## config.mk

```make
export PLATFORM = sky130hd
export DESIGN_NAME = arb_requester_flat
export DESIGN_NICKNAME = d
export VERILOG_FILES = /design/src/rtl/arb_pkg.sv /design/src/rtl/arb_requester_if.sv /design/src/rtl/arb_req_chan.sv /design/src/rtl/arb_requester.sv /design/src/flat_wrapper.sv
export SDC_FILE = /design/constraint.sdc
export NUM_CORES = 1
export LEC_CHECK = 0
export CAP_MARGIN = 20
export CORE_UTILIZATION = 45
export CTS_CLUSTER_DIAMETER = 30
export DETAILED_ROUTE_END_ITERATION = 10
export GPL_TIMING_DRIVEN = 0
export HOLD_SLACK_MARGIN = 0.15
export PLACE_DENSITY = 0.68
export SLEW_MARGIN = 10
export SYNTH_ARGS = -nofsm -noshare
export SYNTH_HDL_FRONTEND = slang
export SYNTH_SLANG_ARGS = --single-unit
```

## constraint.sdc

```tcl
create_clock -name clk -period 1.84 [get_ports clk]
set_clock_uncertainty 0.2 [all_clocks]
set_input_delay 0.184 -clock clk [delete_from_list [all_inputs] [get_ports clk]]
set_output_delay 0.184 -clock clk [all_outputs]
set_load 0.005 [all_outputs]
```

## src/rtl/arb_pkg.sv

```systemverilog
// Shared definitions for the arbiter requester block.
// Holds the per-channel FSM state encoding, the default channel count
// and the beat-counter width (wide enough for bursts of up to 15 cycles).
package arb_pkg;

  localparam int CHANNELS_DEF = 8;
  localparam int BEAT_W       = 4;

  typedef enum logic [1:0] {
    ST_IDLE = 2'b00,
    ST_REQ  = 2'b01,
    ST_XFER = 2'b10
  } chan_state_t;

endpackage

```

## src/rtl/arb_requester_if.sv

```systemverilog
// Handshake bundle between job sources, the requester block and the arbiter.
//   job_valid : one-cycle job pulses per channel (into the requester)
//   grant     : registered one-hot grant from the arbiter (into the requester)
//   request   : registered request lines to the arbiter
//   xfer      : high while a channel is in its transfer window
//   done      : one-cycle pulse on the last transfer cycle of a job
//   overflow  : sticky per-channel dropped-job flag
//   proto_err : sticky flags, bit0 spurious grant, bit1 multi-hot grant
// The master modport is the environment side; slave is the requester side.
interface arb_requester_if import arb_pkg::*; #(
  parameter int CHANNELS = CHANNELS_DEF
);

  logic [CHANNELS-1:0] job_valid;
  logic [CHANNELS-1:0] grant;
  logic [CHANNELS-1:0] request;
  logic [CHANNELS-1:0] xfer;
  logic [CHANNELS-1:0] done;
  logic [CHANNELS-1:0] overflow;
  logic [1:0]          proto_err;

  modport master (
    output job_valid, grant,
    input  request, xfer, done, overflow, proto_err
  );

  modport slave (
    input  job_valid, grant,
    output request, xfer, done, overflow, proto_err
  );

endinterface

```

## src/rtl/arb_req_chan.sv

```systemverilog
// One requester channel: pending-job counter, IDLE/REQ/XFER FSM and beat
// counter, all in a single clocked block so every output is registered.
//   clk, reset : system clock, synchronous active-low reset
//   job_valid  : enqueue one job this cycle
//   grant      : arbiter grant for this channel (only honoured in REQ)
//   request    : high while in REQ
//   xfer       : high for the BURST_LEN cycles of a transfer
//   done       : high on the last transfer cycle
//   overflow   : sticky, set when a job arrives at a saturated counter
module arb_req_chan import arb_pkg::*; #(
  parameter int BURST_LEN = 4,
  parameter int PEND_W    = 3
) (
  input  logic clk,
  input  logic reset,
  input  logic job_valid,
  input  logic grant,
  output logic request,
  output logic xfer,
  output logic done,
  output logic overflow
);

  localparam logic [PEND_W-1:0] PEND_MAX  = {PEND_W{1'b1}};
  localparam logic [PEND_W-1:0] PEND_ONE  = PEND_W'(1);
  localparam logic [BEAT_W-1:0] BEAT_LAST = BEAT_W'(BURST_LEN - 1);
  localparam logic [BEAT_W-1:0] BEAT_ONE  = BEAT_W'(1);

  chan_state_t       state_r;
  logic [PEND_W-1:0] pend_r;
  logic [BEAT_W-1:0] beat_r;
  logic              request_r;
  logic              xfer_r;
  logic              done_r;
  logic              overflow_r;
  logic              accept_s;

  // A grant only counts as accepted while the channel is actually requesting.
  assign accept_s = (state_r == ST_REQ) && grant;

  // Pending counter, FSM, beat counter and registered outputs.
  always_ff @(posedge clk) begin
    if (!reset) begin
      state_r    <= ST_IDLE;
      pend_r     <= {PEND_W{1'b0}};
      beat_r     <= {BEAT_W{1'b0}};
      request_r  <= 1'b0;
      xfer_r     <= 1'b0;
      done_r     <= 1'b0;
      overflow_r <= 1'b0;
    end else begin
      // Simultaneous enqueue and accept cancel out, so no drop is possible.
      if (job_valid && accept_s) begin
        pend_r <= pend_r;
      end else if (accept_s) begin
        pend_r <= pend_r - PEND_ONE;
      end else if (job_valid) begin
        if (pend_r == PEND_MAX) begin
          overflow_r <= 1'b1;
        end else begin
          pend_r <= pend_r + PEND_ONE;
        end
      end else begin
        pend_r <= pend_r;
      end

      request_r <= 1'b0;
      xfer_r    <= 1'b0;
      done_r    <= 1'b0;

      // State decisions use the pending count registered before this edge.
      case (state_r)
        ST_IDLE: begin
          if (pend_r != {PEND_W{1'b0}}) begin
            state_r   <= ST_REQ;
            request_r <= 1'b1;
          end else begin
            state_r <= ST_IDLE;
          end
        end
        ST_REQ: begin
          if (grant) begin
            state_r <= ST_XFER;
            beat_r  <= {BEAT_W{1'b0}};
            xfer_r  <= 1'b1;
            done_r  <= (BEAT_LAST == {BEAT_W{1'b0}});
          end else begin
            state_r   <= ST_REQ;
            request_r <= 1'b1;
          end
        end
        ST_XFER: begin
          if (beat_r == BEAT_LAST) begin
            beat_r <= {BEAT_W{1'b0}};
            if (pend_r != {PEND_W{1'b0}}) begin
              state_r   <= ST_REQ;
              request_r <= 1'b1;
            end else begin
              state_r <= ST_IDLE;
            end
          end else begin
            state_r <= ST_XFER;
            beat_r  <= beat_r + BEAT_ONE;
            xfer_r  <= 1'b1;
            done_r  <= ((beat_r + BEAT_ONE) == BEAT_LAST);
          end
        end
        default: begin
          state_r <= ST_IDLE;
          beat_r  <= {BEAT_W{1'b0}};
        end
      endcase
    end
  end

  assign request  = request_r;
  assign xfer     = xfer_r;
  assign done     = done_r;
  assign overflow = overflow_r;

endmodule

```

## src/rtl/arb_requester.sv

```systemverilog
// Multi-channel arbiter requester: CHANNELS independent arb_req_chan
// instances plus an optional grant protocol checker.
//   clk   : system clock, rising edge
//   reset : synchronous active-low reset
//   bus   : arb_requester_if.slave (job_valid, grant in; request, xfer,
//           done, overflow, proto_err out)
// Optional feature: define ARB_REQ_PROTO_CHECK_EN to build the sticky
// spurious-grant / multi-hot-grant checker; otherwise proto_err is 0.
module arb_requester import arb_pkg::*; #(
  parameter int CHANNELS  = CHANNELS_DEF,
  parameter int BURST_LEN = 4,
  parameter int PEND_W    = 3
) (
  input  logic               clk,
  input  logic               reset,
  arb_requester_if.slave     bus
);

  logic [CHANNELS-1:0] request_s;
  logic [CHANNELS-1:0] xfer_s;
  logic [CHANNELS-1:0] done_s;
  logic [CHANNELS-1:0] overflow_s;

  for (genvar i = 0; i < CHANNELS; i++) begin : g_chan
    arb_req_chan #(
      .BURST_LEN (BURST_LEN),
      .PEND_W    (PEND_W)
    ) u_chan (
      .clk       (clk),
      .reset     (reset),
      .job_valid (bus.job_valid[i]),
      .grant     (bus.grant[i]),
      .request   (request_s[i]),
      .xfer      (xfer_s[i]),
      .done      (done_s[i]),
      .overflow  (overflow_s[i])
    );
  end

  assign bus.request  = request_s;
  assign bus.xfer     = xfer_s;
  assign bus.done     = done_s;
  assign bus.overflow = overflow_s;

`ifdef ARB_REQ_PROTO_CHECK_EN
  logic [1:0] proto_err_r;
  logic       spurious_s;
  logic       multi_s;

  // True when more than one bit of v is set (clearing the lowest set bit leaves something).
  function automatic logic multi_hot(input logic [CHANNELS-1:0] v);
    return (v & (v - CHANNELS'(1))) != {CHANNELS{1'b0}};
  endfunction

  // Compared against the registered request, i.e. what the arbiter saw.
  assign spurious_s = |(bus.grant & ~request_s);
  assign multi_s    = multi_hot(bus.grant);

  // Sticky protocol error flags, cleared only by reset.
  always_ff @(posedge clk) begin
    if (!reset) begin
      proto_err_r <= 2'b00;
    end else begin
      proto_err_r <= proto_err_r | {multi_s, spurious_s};
    end
  end

  assign bus.proto_err = proto_err_r;
`else
  assign bus.proto_err = 2'b00;
`endif

endmodule

```

## src/flat_wrapper.sv

```systemverilog
// flat-port wrapper written by rule: the top's interface ports become plain ports
module arb_requester_flat import arb_pkg::*;
#(
  parameter int CHANNELS  = CHANNELS_DEF,
  parameter int BURST_LEN = 4,
  parameter int PEND_W    = 3
)
  (clk, reset, bus_job_valid, bus_grant, bus_request, bus_xfer, bus_done, bus_overflow, bus_proto_err);
  arb_requester_if #(.CHANNELS(CHANNELS)) bus_i ();
  input  logic clk;
  input  logic reset;
  input wire logic [$bits(bus_i.job_valid)-1:0] bus_job_valid;
  input wire logic [$bits(bus_i.grant)-1:0] bus_grant;
  output wire logic [$bits(bus_i.request)-1:0] bus_request;
  output wire logic [$bits(bus_i.xfer)-1:0] bus_xfer;
  output wire logic [$bits(bus_i.done)-1:0] bus_done;
  output wire logic [$bits(bus_i.overflow)-1:0] bus_overflow;
  output wire logic [$bits(bus_i.proto_err)-1:0] bus_proto_err;
  assign bus_i.job_valid = bus_job_valid;
  assign bus_i.grant = bus_grant;
  assign bus_request = bus_i.request;
  assign bus_xfer = bus_i.xfer;
  assign bus_done = bus_i.done;
  assign bus_overflow = bus_i.overflow;
  assign bus_proto_err = bus_i.proto_err;
  arb_requester #(.CHANNELS(CHANNELS), .BURST_LEN(BURST_LEN), .PEND_W(PEND_W)) u_core (.clk(clk), .reset(reset), .bus(bus_i));
endmodule
```

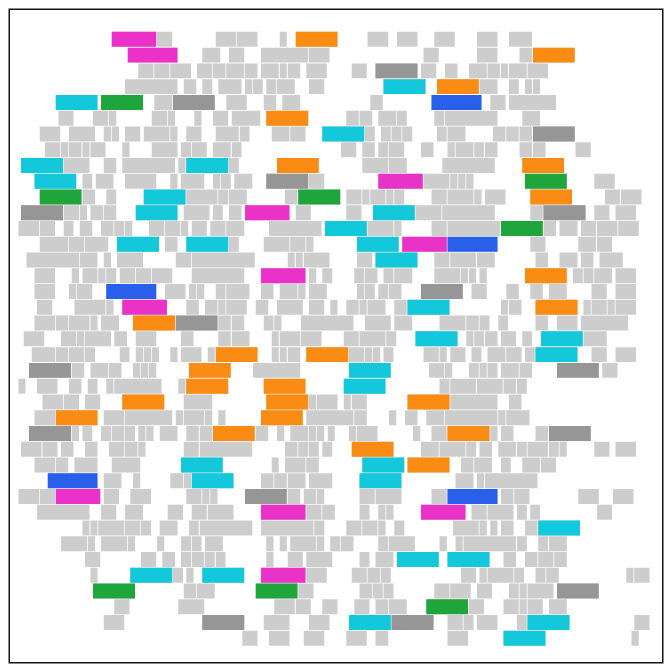
Figure 1: sequential cells coloured by netlist name.
[u_core.g_chan.u_chan.request] blue | placed flops: 5
[u_core.g_chan.u_chan.pend_r] orange | placed flops: 24
[u_core.g_chan.u_chan.xfer] green | placed flops: 8 | where: spread over the die
[u_core.g_chan.u_chan.beat_r] cyan | placed flops: 32 | where: spread over the die
[u_core.g_chan.u_chan.state_r] magenta | placed flops: 11
not coloured: 16

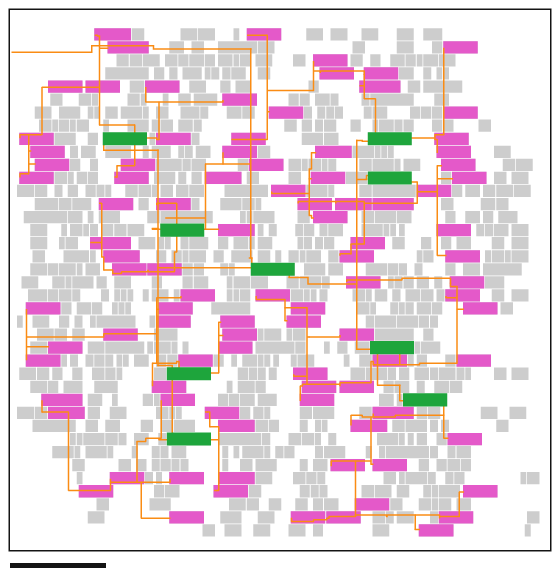
Figure 2: clock network drawn from the DEF.
Scale bar: 20 microns.
[flip-flops] magenta | count: 96
[cells driving clock nets] green | count: 9
[clock wires] orange | length: 1160 microns
routed clock nets: 10
Clk pwr share: 26.0%
clk latency late pin: 0.34 ns
Power Clock: 1.83 mW

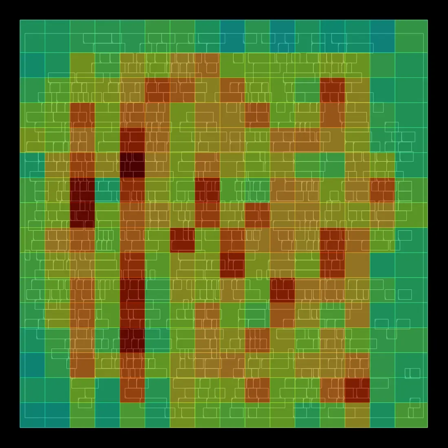
Figure 3: routing congestion.
wire per inst: 14.3 microns
M2 GR Usage: 36.1%
GRT busiest layer: met2
All-Layer GR Usage: 20.0%
Util after Layout: 59.3%

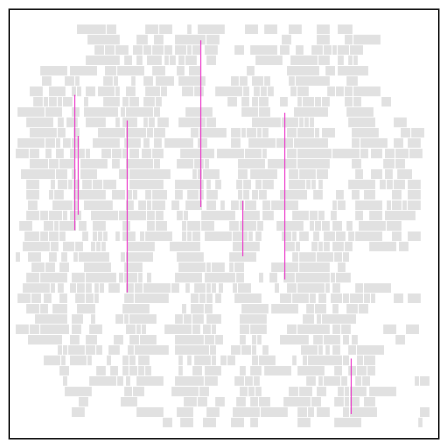
Figure 4: signal wires on met4.
Cells faint in the background.
wire length on this layer: 216 microns
main direction: vertical
share of all routed wire: 1.8%
Final Routed Wirelength: 12.2 mm
via count: 4482

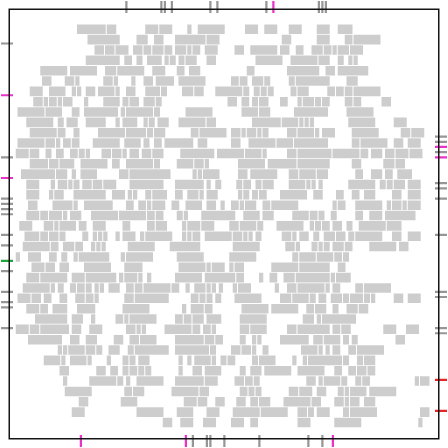
Figure 5: pin map.
Pins as bars across the die edge, other pins in grey.
[reset] green | pins: 1 | direction: input | edge: left
[bus_proto_err] red | pins: 2 | direction: output | edge: right
[bus_xfer] magenta | pins: 8 | direction: output | edge: 3 bottom, 2 right, 2 left, 1 top
Port-buffer cells: 48
DIE WIDTH: 113 microns
die height: 113 microns

==> reports/metrics.csv <==
stage;metric;value;unit
cts;Max H-tree Level;3;
timing;cycle use final;102;%
timing;Max Slew Vio Count;0;
yosys;cell count in the Yosys report;626;
worst_hold_path;hold endpoint;u_core.g_chan[2].u_chan.pend_r[1];
timing;Slew @ Worst Pin;0.778;ns
placed_design;Detailed Place HPWL;8.38;mm
worst_hold_path;hold crit path type;primary input to flop;
power;Int Pwr;4.79;mW
grt;antenna violations before repair;0;
floorplanning;io pins;52;
power;Main power group;registers;
timing;setup_tns;-0.0489;ns
yosys;Yosys top cell area share;35.0;%
power;Max rail drop VDD;0.520;mV
power;sequential power;2.65;mW
setup_path;R2R cell count;8;
timing;endpoints failing hold;0;
layout;final instance area;6920;sq um
layout;ANT cells;0;
cts;CTS Root Cell;clkbuf_16;
cts;Num Clock Sinks;96;
timing;setup repair after global routing missed its margin;true;
power;Gate power share;36.4;%
run_status;run status;finished with violations;
run;Tool Warnings;60;
yosys;Unique cell types;41;
cts;CTS tree;yes;
drt;initial drt markers;117;
floorplanning;Init Core Util;47.1;%
power;Flop pwr share;37.6;%
yosys;share of flip-flops with an asynchronous set or reset;0;%
floorplanning;core box area;11700;sq um
cts;CTS Buffer Depth;2;
yosys;instance tally after logic synthesis;626;
power;Switching Fraction;32.1;%
grt;largest net degree at the start of global routing;15;
layout;layout cell share with drive strength beyond 1;20.0;%
yosys;Post-synth EDFFs;0;
yosys;most common library cells after synthesis;dfxtp_1 (96), inv_1 (51), nor2b_1 (51);
yosys;area leader, netlist;dfxtp_1;
timing;Max Fclk;0.534;GHz
floorplanning;Chip Area;12700;sq um
placed_design;Post-DP Area;6290;sq um
layout;Non-Filler Instances;857;
grt;first-pass GRT wire length;20.3;mm
setup_path;critical path type;flop to flop;
power;Tot Pwr;7.06;mW
power;P_sw;2.26;mW
yosys;biggest area cells;dfxtp_1 (35%), ha_1 (11%), nor2b_1 (5.8%);
run;max-cap violations;0;
placed_design;Placement Setup Slack;-0.364;ns
setup_path;reg2reg start;u_core.g_chan[0].u_chan.state_r[1];
cts;clock-pin slew on the worst setup and hold paths;0.07;ns
worst_hold_path;beginning of the worst hold path;reset;
placed_design;GPL Wtd Cong;0.802;
drt;number of iterations in the first detailed-routing pass;4;
placed_design;Cells after DPL;818;
layout;area delta synth->final;25.9;%
layout;sequential cell area;1960;sq um
yosys;Flops after synth;96;
cts;Num CTS Buffers;9;
yosys;dominant register cell;dfxtp_1;
yosys;synthesized area per cell;8.78;sq um
yosys;Synth Warn #;0;
drt;final antenna-violating net count;0;
timing;max_slew headroom;48.1;%
setup_path;r2r setup slk;-0.03;ns
power;P per Cell Area;1020;nW/um^2
grt;grt total ovfl;0;
timing;Hold WS;0.279;ns
power;Power Combinational;2.57;mW
layout;combinational gate area;3310;sq um
timing;final setup fails;2;
setup_path;CP arrival;1.91;ns
yosys;Synth Seq Share;35.0;%
floorplanning;Rows;39;
run_status;failing checks;setup timing;
setup_path;worst reg2reg path endpoint;u_core.g_chan[0].u_chan.pend_r[2];
power;P_leak;2.78;nW
yosys;synthesized area;5500;sq um
yosys;YS chip area;5500;sq um
setup_path;crit-path max FO;3;
worst_hold_path;worst hold path cell count;4;
layout;fin nets;784;
drt;DRC;0;
grt;vias in the first global route;4424;
timing;setup ws final;-0.0313;ns
setup_path;crit path launch type;flop;
worst max path at each step:
stage	endpoint	start	depth (start not counted)
2_1_floorplan	u_core.g_chan[5].u_chan.beat_r[0]	u_core.g_chan[5].u_chan.state_r[1]	7
3_3_place_gp	u_core.g_chan[5].u_chan.xfer	reset	5
3_5_place_dp	u_core.g_chan[6].u_chan.xfer	reset	5
4_1_cts	u_core.g_chan[5].u_chan.beat_r[0]	u_core.g_chan[5].u_chan.state_r[1]	7
5_1_grt	u_core.g_chan[0].u_chan.pend_r[2]	u_core.g_chan[0].u_chan.state_r[1]	8
6_report	u_core.g_chan[0].u_chan.pend_r[2]	u_core.g_chan[0].u_chan.state_r[1]	8
logic make-up (layout without fill, tap and decap cells):
| group | count (synthesis) | count (layout) | synth area share [%] |
|---|---|---|---|
| compound gates | 86 | 86 | 9.95 |
| xor+xnor | 20 | 20 | 3.19 |
| fa+ha+maj | 56 | 56 | 13.8 |
| buf+inv | 101 | 188 | 9.29 |
| flops | 96 | 96 | 35.0 |
| mux | 10 | 10 | 1.82 |
| other cells | 1 | 2 | 0.0682 |
| simple gates | 256 | 256 | 26.9 |
metal layers:
layer  GRT usage [%]  up-vias  routed length (microns)
met2            36.1      104                     6010
met3            3.13       19                      536
met1            23.8     2094                     5450
li1                -     2265                        -
met4            8.09        0                      216
met5               0        -                        0
area by class of cell:
class | instances | share of cell area (%)
Multi-Input combinational cell | 430 | 47.8
Inverter | 51 | 2.77
Tap cell | 143 | 2.59
Clock buffer | 11 | 3.51
Buffer | 47 | 4.41
Timing Repair Buffer | 75 | 9.98
Sequential cell | 96 | 28.3
Clock inverter | 4 | 0.651
cells in the final DEF (no fill, tap or decap), drive strengths merged, types with 5 or more instances in the layout:
cell type / netlist / routed
dfxtp: 96 / 96
o21ai: 20 / 20
a21boi: 27 / 27
mux2i: 10 / 10
nor4b: 15 / 15
nand2: 45 / 45
clkbuf: 13 / 24
nand4: 9 / 9
or2: 8 / 8
buf: 37 / 61
xor2: 7 / 7
a21oi: 18 / 18
nor2: 20 / 20
nand3: 45 / 45
and2: 14 / 14
nor2b: 51 / 51
inv: 51 / 51
nor3b: 14 / 14
nor4: 9 / 9
ha: 48 / 48
fa: 8 / 8
xnor2: 13 / 13
clkdlybuf4s50: 0 / 48
a31oi: 10 / 10
and4b: 5 / 5
sequential cells by signal, summed over array words and instances (netlist names):
name	flops
u_core.g_chan.u_chan.xfer	8
u_core.g_chan.u_chan.pend_r	24
u_core.g_chan.u_chan.done	8
u_core.g_chan.u_chan.request	5
u_core.g_chan.u_chan.overflow	8
u_core.g_chan.u_chan.beat_r	32
u_core.g_chan.u_chan.state_r	11
worst max-delay path, stage by stage, from the launching register on:
cell and delay, ns:
dfxtp_2 0.33, inv_2 0.07, ha_4 0.14, nand2_4 0.05
fa_2 0.35, and4b_1 0.21, a31oi_1 0.18, xnor2_1 0.08
and2_1 0.15
timing repair:
item	4_1_cts	5_1_grt
resized	27	25
pin swaps	16	19
setup endpoints to repair	23	21
gates cloned	0	0
setup buffers	14	13
hold buffers	0	0
Power and IR drop assume default switching activity.
